Design serial_bit_alu, sky130hd; sources not shown.
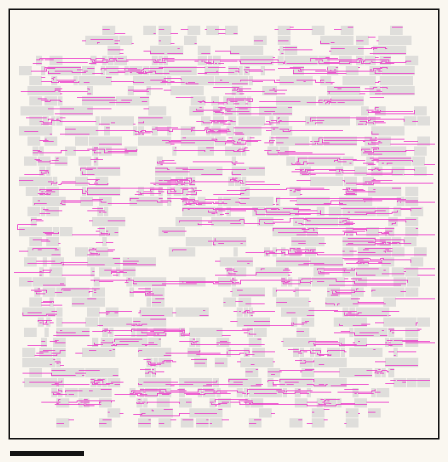
Fig. 1. M1 wires (run 1).
The bar under the picture is 20 µm long. Cells faint in the background.
share of all routed wire: 46%
wire length on this layer: 4810 µm
Final Routed Wirelength: 10.4 mm
met1 Usage GRT: 21.4%
total via count after detailed routing: 3645

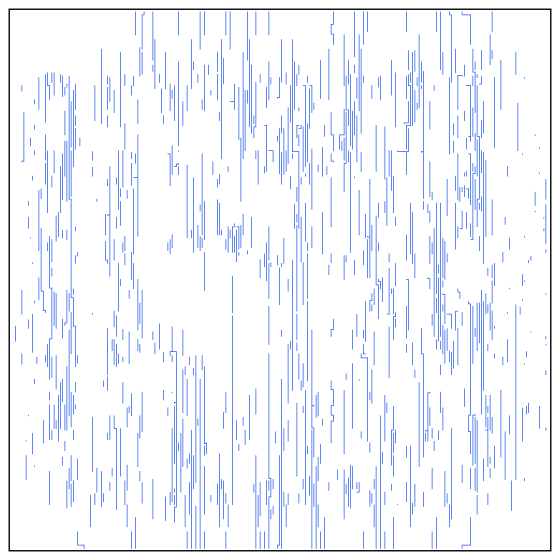
Fig. 2. Met2 routing (run 1).
share of all routed wire: 47%
nets with wire on the layer: 511
met2 layer usage reported by global route: 26.9%

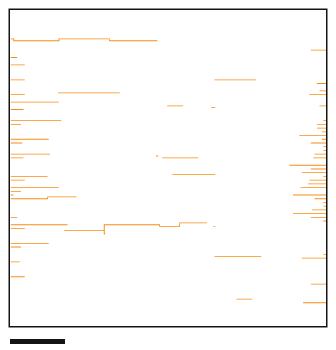
Fig. 3. M3 wires (run 1).
The bar under the picture is 20 µm long.
longest straight run: 22.3 µm
share of all routed wire: 5.6%
main direction: horizontal
GR Layer Usage met3: 4.81%

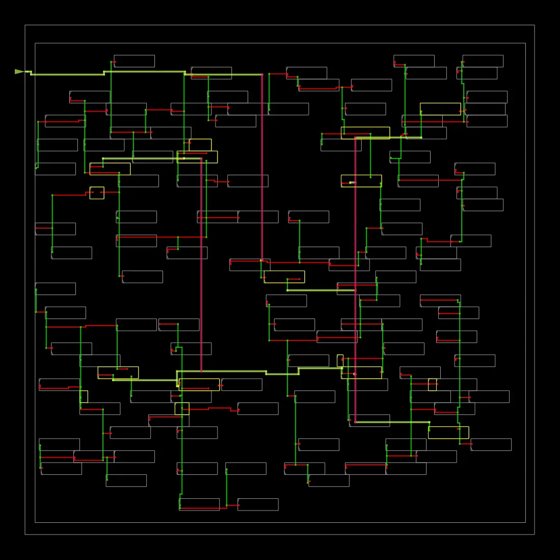
Fig. 4. Clock wiring as the flow saved it (run 1).
Worst Clk Skew: 0.00639 ns
number of flip-flops and latches: 111
clock tree buffer count of the final layout: 11
CTS buffer count: 9

==> qor.log, run 1 <==
qor: global_route.grt.total_usage 16.6%
qor: final_timing.fin_crit 2.50 ns
qor: critical_path.critical_path_stages 8
qor: cells_and_area.final_core_utilization 54.1%
qor: pwr.power.density 813 nW/µm²
qor: final_timing.relSlewSlack 46.8%
qor: final_timing.setup_ws 0.702 ns
qor: routing.drt_iter0_markers 198
qor: synth.synth_flops 111
qor: floorplan.die-width 116 µm
qor: cells_and_area.mostFrequentLayoutCell dfrtp_1
qor: synth.dominant_register_cell_in_the_synthesized_netlist dfrtp_1
qor: critical_path.worst_path_largest_cell_delay 0.46 ns
qor: cells_and_area.sh_seq_area 42.4%
qor: critical_path.worst-endpoint-arrival 2.75 ns
qor: critical_path.worstPathCellList nor2_1 -> nor3b_1 -> xnor2_1 -> inv_1 -> fa_1 -> mux2_2 -> mux2_2 -> o41ai_2
qor: synth.syn-cell-area 4990 µm²
qor: critical_path.worst_path_max_delay_cell dfrtp_1
qor: synth.synth_top_area_share 55.7%
qor: synth.syn-instance-count 449
qor: floorplan.taps 168
qor: cells_and_area.logic_gates 302
qor: final_timing.grt_setup_unrepaired false
qor: run.maxCapViolCount 0
qor: critical_path.critPathMostFrequentCell mux2_2
qor: cells_and_area.final-seq-area 2780 µm²
qor: critical_path.sum_of_buffers_and_inverters_on_the_critical_path 1
qor: place.port-buffer-count 108
qor: floorplan.floorplan.rows 40
qor: synth.top_cells_by_count dfrtp_1 (111), nand2_1 (79), o21ai_0 (73), mux2i_1 (61), a22o_1 (29)
qor: final_timing.worst_hold_slack 0.0815 ns
qor: synth.xor_share 0.351%
qor: pwr.p_comb_share 36.5%
qor: cells_and_area.clock_area_share 4.58%
qor: global_route.grt_first_pass_wirelength 17.3 mm
qor: floorplan.coreArea 12100 µm²
qor: place.detailedPlace.worstSlack 0.735 ns
qor: synth.synthSimpleGateAreaFrac 9.91%
qor: critical_path.worst_setup_path_category flop to flop
qor: place.place_area 6250 µm²
qor: cells_and_area.antennaDiodeCount 0
qor: routing.drtPass1Iterations 4
qor: final_timing.setup_tns 0 ns
qor: routing.detail-route-antenna-nets 0
qor: run_status.run_status finished clean
qor: pwr.cell_internal_pwr 3520 µW
qor: cells_and_area.layout-area-overhead-vs-synth 31.4%
qor: cells_and_area.nFillCells 1135
qor: synth.asyncSetResetFlopFracSynth 100%
qor: critical_path.critical_path_peak_fanout 7
qor: pwr.vdd.ir_drop.worst 0.377 mV
qor: clock_network.clkSlewWorstSetupHoldPaths 0.07 ns
qor: clock_network.clock_latency_on_the_worst_skew_pair 0.35 ns
qor: critical_path.crit_family multiplexers
qor: critical_path.critical_path.endpoint_type flop
qor: clock_network.cts_root_buffer clkbuf_16
qor: clock_network.tritoncts_clock_tree yes
qor: synth.synth_stat.cells 449
qor: cells_and_area.final.signal_buffer_count 117
qor: pwr.power.share.sequential 42.2%
qor: final_timing.number_of_setup_violations_in_the_final_report 0
qor: clock_network.clkSinkCount 111
qor: clock_network.post_cts_setup_buffers 0
qor: final_timing.finalClockPeriodUsage 78.1%
qor: floorplan.fp_util 41.2%
qor: clock_network.cts_repair_resize_count 0
qor: clock_network.ctsHtreeMaxLevel 3
qor: floorplan.floorplan.io_pins 109
qor: synth.ys_sh_adder 1.81%
qor: floorplan.die-area 13400 µm²
qor: critical_path.crit_path_start_kind flop
qor: pwr.power_frac_clock 21.2%
qor: synth.synth_cell_types 39
qor: synth.floorplan.nets 527
[run 1: power groups by stage]
stage | sequential, µW | combinational, µW | clock [µW]
2_1_floorplan | 2190 | 1290 | 0
3_3_place_gp | 2260 | 1940 | 0
3_5_place_dp | 2270 | 1970 | 0
4_1_cts | 2250 | 1990 | 1170
5_1_grt | 2320 | 2200 | 1220
6_report | 2250 | 1950 | 1130
[run 1: worst register-to-register path, cell delays in order (launching register included)]
cell	delay, ns
dfrtp_1	0.46
nor2_1	0.08
nor3b_1	0.23
xnor2_1	0.20
inv_1	0.08
fa_1	0.45
mux2_2	0.31
mux2_2	0.28
o41ai_2	0.31
[run 1: routing by layer]
metal	up-vias	routed length, µm	global-route usage, %
met5	-	0	0
met4	0	155	5.95
met3	9	581	4.81
met2	78	4900	26.9
met1	1765	4810	21.4
li1	1793	-	-
## Run 2: what changed since run 1
clock period = 2.53 ns   (was 3.2 ns; I/O delays follow)
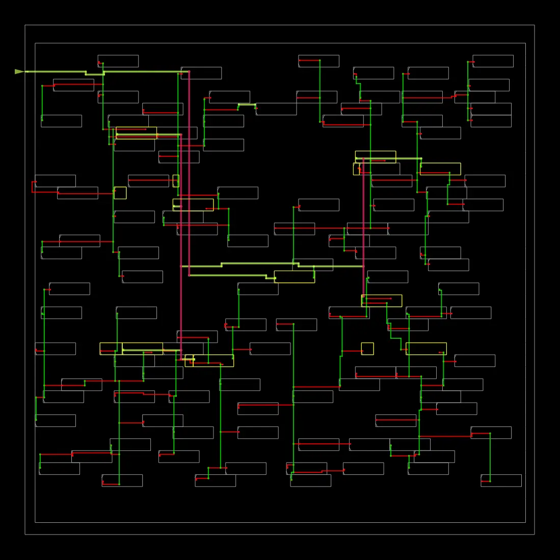
Fig. 5. Clock wiring as the flow saved it (run 2).
clock tree buffer count of the final layout: 12
clock sink count: 111
clock latency on the worst-skew pair: 0.34 ns
Worst Clk Skew: 0.00581 ns

==> run 2 against run 1 <==
- sequential share of layout area increased by 0.24 points
- non-clock buffer count is 2 higher
- combinational power grew 28%
- power is 24% higher
- synthesized cell count is the same
- clock skew down 0.00057 ns
- register-to-register slack worse by 0.59 ns
- worst setup slack worse by 0.59 ns
- final cell count grew 0.14%
- via count increased by 0.85%
- highest routed layer unchanged
==> qor.log, run 2 <==
qor: floorplan.coreArea 12100 µm² [unchanged]
qor: run_status.run_status finished clean [unchanged]
qor: critical_path.sum_of_buffers_and_inverters_on_the_critical_path 1 [unchanged]
qor: cells_and_area.clock_area_share 4.09% [was 4.58%]
qor: routing.routedLengthMet1 4.88 mm [was 4.81 mm]
qor: critical_path.worst_setup_path_category flop to flop [unchanged]
qor: critical_path.critPathMostFrequentCell mux2_2 [unchanged]
qor: critical_path.worst-endpoint-arrival 2.66 ns [was 2.75 ns]
qor: synth.synth_flops 111 [unchanged]
qor: place.detailedPlace.worstSlack 0.108 ns [was 0.735 ns]
qor: floorplan.floorplan.rows 40 [unchanged]
qor: critical_path.worst_path_largest_cell_delay 0.44 ns [was 0.46 ns]
qor: global_route.met1_usage_grt 21.6% [was 21.4%]
qor: clock_network.cts_root_buffer clkbuf_16 [unchanged]
qor: cells_and_area.final_core_utilization 53.8% [was 54.1%]
qor: cells_and_area.antennaDiodeCount 0 [unchanged]
qor: critical_path.worstPathCellList nor2_1 -> nor3b_2 -> xnor2_1 -> inv_1 -> fa_1 -> mux2_2 -> mux2_2 -> o41ai_2 [was nor2_1 -> nor3b_1 -> xnor2_1 -> inv_1 -> fa_1 -> mux2_2 -> mux2_2 -> o41ai_2]
qor: routing.route.final.wire_length 10.6 mm [was 10.4 mm]
qor: synth.floorplan.nets 527 [unchanged]
qor: critical_path.worst_path_max_delay_cell dfrtp_1 [unchanged]
qor: cells_and_area.mostFrequentLayoutCell dfrtp_1 [unchanged]
qor: routing.routed_wire_length_on_met2 4.93 mm [was 4.90 mm]
qor: global_route.use_met3 5.02% [was 4.81%]
qor: final_timing.setup_tns 0 ns [unchanged]
qor: critical_path.critical_path_peak_fanout 7 [unchanged]
qor: clock_network.cts_inserted_buffers 9 [unchanged]
qor: routing.drt_iter0_markers 210 [was 198]
qor: cells_and_area.flops 111 [unchanged]
qor: synth.dominant_register_cell_in_the_synthesized_netlist dfrtp_1 [unchanged]
qor: cells_and_area.final.signal_buffer_count 119 [was 117]
qor: routing.routed.top_layer met4 [unchanged]
qor: floorplan.die-width 116 µm [unchanged]
qor: final_timing.finalClockPeriodUsage 95.4% [was 78.1%]
qor: final_timing.grt_setup_unrepaired false [unchanged]
qor: routing.met3WireLength 657 µm [was 581 µm]
qor: critical_path.critical_path.endpoint_type flop [unchanged]
qor: cells_and_area.sh_seq_area 42.6% [was 42.4%]
qor: routing.detail-route-antenna-nets 0 [unchanged]
qor: final_timing.relSlewSlack 52.7% [was 46.8%]
qor: cells_and_area.final-seq-area 2780 µm² [unchanged]
qor: global_route.global_route.peak_usage_layer met2 [unchanged]
qor: global_route.grt_first_pass_wirelength 17.7 mm [was 17.3 mm]
qor: floorplan.die-area 13400 µm² [unchanged]
qor: place.place_area 6240 µm² [was 6250 µm²]
qor: run.maxCapViolCount 0 [unchanged]
qor: final_timing.number_of_setup_violations_in_the_final_report 0 [unchanged]
qor: floorplan.taps 168 [unchanged]
qor: routing.num_vias 3676 [was 3645]
qor: cells_and_area.logic_gates 302 [unchanged]
qor: final_timing.setup_ws 0.116 ns [was 0.702 ns]
qor: critical_path.critical_path_stages 8 [unchanged]
qor: pwr.power.density 1020 nW/µm² [was 813 nW/µm²]
qor: cells_and_area.nFillCells 1138 [was 1135]
qor: critical_path.crit_path_start_kind flop [unchanged]
qor: floorplan.floorplan.io_pins 109 [unchanged]
qor: global_route.gr-usage-met2 27.5% [was 26.9%]
qor: synth.asyncSetResetFlopFracSynth 100% [unchanged]
qor: final_timing.fin_crit 2.41 ns [was 2.50 ns]
qor: cells_and_area.layout-area-overhead-vs-synth 30.7% [was 31.4%]
qor: critical_path.crit_family multiplexers [unchanged]
==> run 2: cell counts after synthesis <==
Identical to the previous run, type by type.
==> run 2: repair_timing <==
| action | CTS | global route |
|---|---|---|
| hold endpoints to repair | 9 | 0 |
| hold buffers | 1 | 0 |
| setup endpoints to repair | 0 | 1 |
| resized | 0 | 1 |
==> run 2: cells by family after synthesis <==
| logic type | Yosys count | share of synthesized area [%] |
|---|---|---|
| xor gates and xnor gates | 2 | 0.351 |
| DFF | 111 | 55.7 |
| and+or+nand+nor | 109 | 9.91 |
| buffers and inverters | 36 | 3.64 |
| muxes | 67 | 13.6 |
| AOI/OAI and AO/OA | 118 | 15.0 |
| adders and majority gates | 6 | 1.81 |
==> run 2: power by group <==
part	total, µW	switching (µW)	internal, µW
registers	2840	471	2370
clock network	1310	619	689
logic	2490	1200	1290
Power is estimated from default activity; no workload was simulated.
